run_1/m1.png
Scale bar: 20 um. Supply wires on this layer in gray.
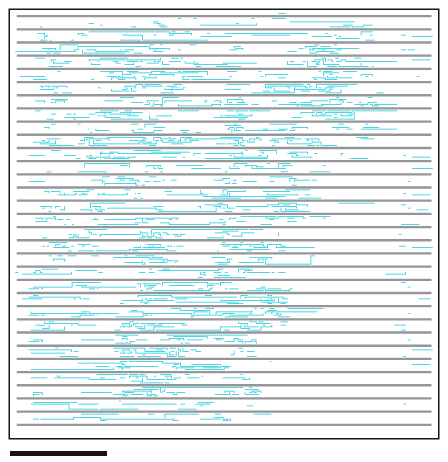
run_1/m2.png
Cells faint in the background.
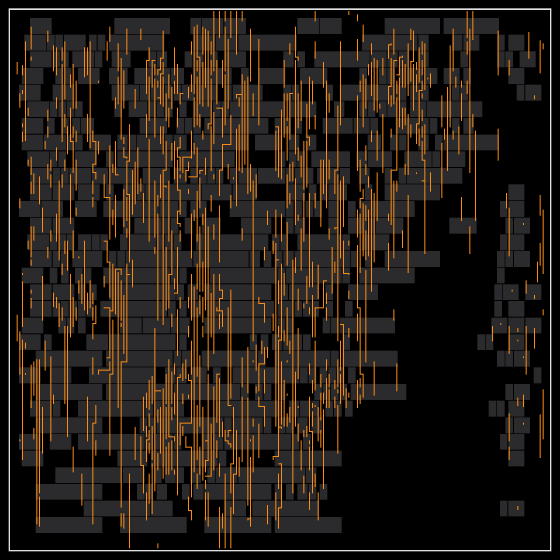
run_1/m3.png
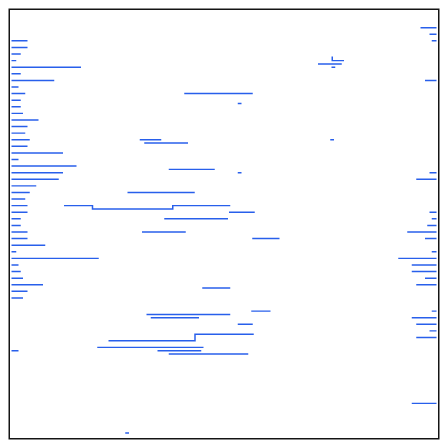
<file path="config.mk">
export PLATFORM = sky130hd
export DESIGN_NAME = mmio_uart_tx
export DESIGN_NICKNAME = d
export VERILOG_FILES = /design/src/rtl/mmio_uart_tx.sv
export SDC_FILE = /design/constraint.sdc
export NUM_CORES = 1
export LEC_CHECK = 0
export ABC_AREA = 1
export CORE_UTILIZATION = 47
export DETAILED_ROUTE_END_ITERATION = 8
export GPL_TIMING_DRIVEN = 0
export PLACE_DENSITY = 0.8
export SETUP_SLACK_MARGIN = 0.5
export SYNTH_ARGS = -nofsm -noshare
export SYNTH_HDL_FRONTEND = slang
export SYNTH_SLANG_ARGS = --single-unit
</file>
<file path="constraint.sdc">
create_clock -name clk -period 6.89 [get_ports clk]
set_input_delay 1.378 -clock clk [delete_from_list [all_inputs] [get_ports clk]]
set_output_delay 1.378 -clock clk [all_outputs]
set_load 0.01 [all_outputs]
</file>
<file path="src/rtl/mmio_uart_tx.sv">
// Memory-mapped 8N1 UART transmitter that sits beside the data RAM on the MIPS data bus.
// Stores to TXDATA queue bytes in a small FIFO; loads from STATUS return a same-cycle status word.
module mmio_uart_tx #(
  parameter logic [31:0] BASE_ADDR    = 32'hFFFF_0000,
  parameter int          CLKS_PER_BIT = 434,
  parameter int          FIFO_DEPTH   = 4
) (
  input  logic        clk,
  input  logic        reset,
  input  logic [31:0] Address,
  input  logic [31:0] WriteData,
  input  logic        MemWrite,
  input  logic        MemRead,
  output logic [31:0] ReadData,
  output logic        Hit,
  output logic        TxD,
  output logic        Busy
);

  localparam int                PTR_W       = (FIFO_DEPTH > 1) ? $clog2(FIFO_DEPTH) : 1;
  localparam int                BAUD_W      = (CLKS_PER_BIT > 1) ? $clog2(CLKS_PER_BIT) : 1;
  localparam logic [31:0]       STATUS_ADDR = BASE_ADDR + 32'd4;
  localparam logic [BAUD_W-1:0] BAUD_LAST   = BAUD_W'(CLKS_PER_BIT - 1);
  localparam logic [3:0]        DEPTH_C     = 4'(FIFO_DEPTH);

  typedef enum logic [1:0] {
    S_IDLE  = 2'd0,
    S_START = 2'd1,
    S_DATA  = 2'd2,
    S_STOP  = 2'd3
  } state_e;

  state_e            state_q;
  logic [BAUD_W-1:0] baud_q;
  logic [2:0]        bit_q;
  logic [7:0]        shift_q;
  logic              txd_q;

  logic [7:0]        mem_q [FIFO_DEPTH];
  logic [PTR_W-1:0]  wr_ptr_q, wr_ptr_d;
  logic [PTR_W-1:0]  rd_ptr_q, rd_ptr_d;
  logic [3:0]        count_q, count_d;
  logic              ovf_q, ovf_d;

  logic push_req, status_rd, full, empty, pop, push_ok, ovf_evt, baud_last;
  logic unused_wdata;

  assign unused_wdata = ^WriteData[31:8];

  assign push_req  = MemWrite && (Address == BASE_ADDR);
  assign status_rd = MemRead && (Address == STATUS_ADDR);
  assign full      = (count_q == DEPTH_C);
  assign empty     = (count_q == 4'd0);
  assign pop       = (state_q == S_IDLE) && !empty;
  // A full FIFO still accepts a store when the transmitter drains an entry on the same edge.
  assign push_ok   = push_req && (!full || pop);
  assign ovf_evt   = push_req && full && !pop;
  assign baud_last = (baud_q == BAUD_LAST);

  assign Hit      = (Address == BASE_ADDR) || (Address == STATUS_ADDR);
  assign Busy     = (state_q != S_IDLE);
  assign TxD      = txd_q;
  assign ReadData = status_rd ? {24'd0, count_q, ovf_q, Busy, empty, full} : 32'd0;

  always_comb begin
    wr_ptr_d = wr_ptr_q;
    rd_ptr_d = rd_ptr_q;
    count_d  = count_q;
    ovf_d    = ovf_q;
    if (push_ok) wr_ptr_d = wr_ptr_q + PTR_W'(1);
    if (pop)     rd_ptr_d = rd_ptr_q + PTR_W'(1);
    case ({push_ok, pop})
      2'b10:   count_d = count_q + 4'd1;
      2'b01:   count_d = count_q - 4'd1;
      default: count_d = count_q;
    endcase
    // A new overflow wins over the clear-on-read of the same edge.
    if (ovf_evt)        ovf_d = 1'b1;
    else if (status_rd) ovf_d = 1'b0;
  end

  always_ff @(posedge clk) begin
    if (push_ok) mem_q[wr_ptr_q] <= WriteData[7:0];
  end

  always_ff @(posedge clk or negedge reset) begin
    if (!reset) begin
      wr_ptr_q <= '0;
      rd_ptr_q <= '0;
      count_q  <= '0;
      ovf_q    <= 1'b0;
    end else begin
      wr_ptr_q <= wr_ptr_d;
      rd_ptr_q <= rd_ptr_d;
      count_q  <= count_d;
      ovf_q    <= ovf_d;
    end
  end

  // TxD is loaded one edge ahead of each state so the pin comes straight off a flop.
  always_ff @(posedge clk or negedge reset) begin
    if (!reset) begin
      state_q <= S_IDLE;
      baud_q  <= '0;
      bit_q   <= '0;
      shift_q <= '0;
      txd_q   <= 1'b1;
    end else begin
      case (state_q)
        S_IDLE: begin
          baud_q <= '0;
          bit_q  <= '0;
          if (!empty) begin
            shift_q <= mem_q[rd_ptr_q];
            state_q <= S_START;
            txd_q   <= 1'b0;
          end
        end
        S_START: begin
          if (baud_last) begin
            baud_q  <= '0;
            state_q <= S_DATA;
            txd_q   <= shift_q[0];
          end else begin
            baud_q <= baud_q + BAUD_W'(1);
          end
        end
        S_DATA: begin
          if (baud_last) begin
            baud_q <= '0;
            if (bit_q == 3'd7) begin
              state_q <= S_STOP;
              txd_q   <= 1'b1;
            end else begin
              bit_q   <= bit_q + 3'd1;
              shift_q <= shift_q >> 1;
              txd_q   <= shift_q[1];
            end
          end else begin
            baud_q <= baud_q + BAUD_W'(1);
          end
        end
        S_STOP: begin
          if (baud_last) begin
            baud_q  <= '0;
            state_q <= S_IDLE;
          end else begin
            baud_q <= baud_q + BAUD_W'(1);
          end
        end
        default: begin
          state_q <= S_IDLE;
          txd_q   <= 1'b1;
        end
      endcase
    end
  end

endmodule

</file>
==> notes.org, run 1 <==
#+TITLE: Physical design notes

** Place
- Post-Place Worst Slack :: 2280 ps
- Number of cells in the design after placement :: about 580
- RePlAce ended its routability-driven mode at a weighted congestion of between 0.8 and 0.9.

** Hold path
- Worst hold start :: TxD
- Worst Hold End :: TxD

** Yosys
- Top-count cell post-synth :: sky130_fd_sc_hd__nand2_1
- The synthesized design contains ~64 register bits.
- Register share after synthesis :: 50.4%
- Post-synth top area share :: 27.4%

** Setup path
- Per STA, the startpoint of the critical path is Address[25].
- Data arrives at the worst endpoint at ~3200 ps.
- Worst reg2reg setup slack :: 4370 ps
- Number of buffers and inverters on the critical path :: 2
- The cell family contributing the most delay on the critical path is buffers and inverters.

** STA
- The worst path meets setup with roughly 2300 ps of slack.
- For reference, the final report shows the max-slew violation count at 0.
- Endpoints with negative setup slack in the final report add up to 0.
- Worst-case hold slack :: 473 ps

** Final layout
- The final report gives the standard cell area, fillers excluded, as 4470 um2.
- In the final design database the tool counted 575 nets.
- Gate Area :: 1470 um2
- The final design was reported to hold multi-input combinational gates totalling 295.
- Area growth from synthesis to final layout :: 27.8%

** Clocking
- # clock sinks :: approximately 64

** Status
- The flow ran to the end, and the final reports show no timing, DRC or antenna violations.

** Route
- Dividing the detail-routed wire length by the instance count gives 11.8 um.
- In this run the remaining antenna-violating nets after routing total 0.

** Power
- P_comb :: just over 50 uW
- The clock network consumes a total of 366 uW.
About m1.png:
longest straight run: 20.7 um
main direction: horizontal
final routed wirelength across all metal layers: 7.02 mm
via count: 2872
met1 Resource Use GR: 21.5%

About m2.png:
share of all routed wire: 51%
wire length on this layer: 3580 um
Global Route met2 Usage: 33.9%

About m3.png:
main direction: horizontal
nets with wire on the layer: 80
met3 track utilization from global routing: 5.97%

--- run 2 (diff from run 1) ---
--- a/config.mk
+++ b/config.mk
@@ -6,10 +6,10 @@
 export NUM_CORES = 1
 export LEC_CHECK = 0
 export ABC_AREA = 1
-export CORE_UTILIZATION = 47
+export CORE_UTILIZATION = 43
 export DETAILED_ROUTE_END_ITERATION = 8
 export GPL_TIMING_DRIVEN = 0
-export PLACE_DENSITY = 0.8
+export PLACE_DENSITY = 0.77
 export SETUP_SLACK_MARGIN = 0.5
 export SYNTH_ARGS = -nofsm -noshare
 export SYNTH_HDL_FRONTEND = slang
==> constraint.sdc (replaced) <==
create_clock -name clk -period 3.8 [get_ports clk]
set_input_delay 0.76 -clock clk [delete_from_list [all_inputs] [get_ports clk]]
set_output_delay 0.76 -clock clk [all_outputs]
set_load 0.01 [all_outputs]
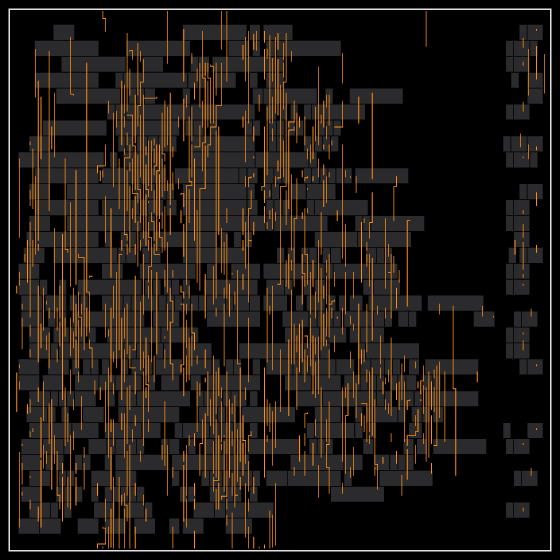
run_2/m2.png
Cells faint in the background.
nets with wire on the layer: 418
share of all routed wire: 51%
wire length on this layer: 3620 um
main direction: vertical
Global Route met2 Usage: 33.0%
final routed wirelength across all metal layers: 7.05 mm
via count: 2823

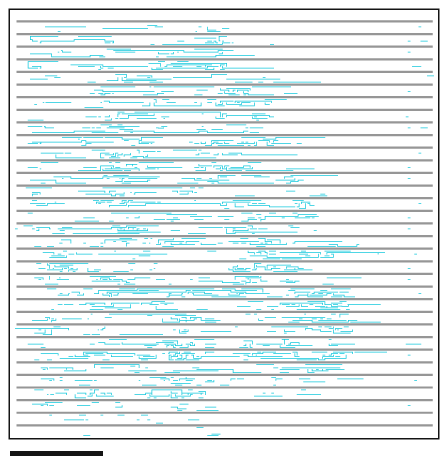
run_2/m1.png
Scale bar: 20 um. Supply wires on this layer in gray.
share of all routed wire: 41%
main direction: horizontal
wire length on this layer: 2860 um
met1 Resource Use GR: 20.0%

==> notes.org, run 2 <==
#+TITLE: Physical design notes

** Setup path
- The internal reg-to-reg setup slack was 1310 ps (-3060 ps).
- Crit-path leading delay family :: buffers and inverters
- Arrival time at the worst endpoint :: 2460 ps (-740 ps)
- The number of buffer and inverter instances along the worst setup path was 2 (unchanged).
- Critical path startpoint :: Address[17]
- Register-to-Register Path Depth :: 11

** Final layout
- Net total in the final layout :: 575 (unchanged)
- The count of multi-input combinational gates is 295 (unchanged).
- Clkbuf count :: 9
- Gate Area :: 1490 um2 (+1.0%)
- Antenna Cells :: 0
- Flop area :: 1760 um2
- The final standard cell area without fillers is 4440 um2 (-0.67%).
- Filler-free cell count of the finished design :: 598
- Buffer count excluding the clock tree in the final layout :: 83
- The area growth from synthesis to layout is 26.9%.

** STA
- Clock period minus final worst setup slack :: around 3200 ps
- Final number of hold-violating endpoints :: 0
- Worst-case hold slack :: 472 ps (-1.89 ps)
- Share of the clock period used by the worst path :: 84.6%
- Final max-slew violation count :: 0 (unchanged)
- Total of endpoints with negative setup slack in the final report :: 0 (unchanged)
- Worst setup margin :: 584 ps (-1730 ps)

** Yosys
- Register share after synthesis :: 50.4% (unchanged)
- The total of flip-flops plus latches after synthesis was 64 (unchanged).
- Top cells, area :: sky130_fd_sc_hd__edfxtp_1 27%, sky130_fd_sc_hd__dfrtp_1 22%, sky130_fd_sc_hd__nand2_1 14%
- Mux share :: 0%
- Most common reg cell :: sky130_fd_sc_hd__edfxtp_1
- Post-synth top area share :: 27.4% (unchanged)
- Cell count listed in synth_stat.txt :: around 400

** Route
- The detail-routed net length per standard cell was 11.8 um (-0.13%).
- Post-route DRC :: 0
- Remaining number of nets flagged by the antenna check after routing :: 0 (unchanged)

** Clocking
- # clock sinks :: 64 (unchanged)

** Floorplanning
- Number of placement rows :: 32

** Global route
- The met3 track utilization from global routing is 3.90% (-2.1 points).

** Status
- Run status :: completed

** Power
- Clock net power :: 514 uW (+40%)
- The combinational group power was 91.9 uW (+82%).

** Place
- The instance count after placement with tap cells included came to 582 (+0.52%).
- The final weighted congestion in routability-driven placement came to 0.781 (-6.3%).
- The worst setup slack after placement was 448 ps (-1830 ps).
No activity file was given, so power comes from the tool's default toggle rates.
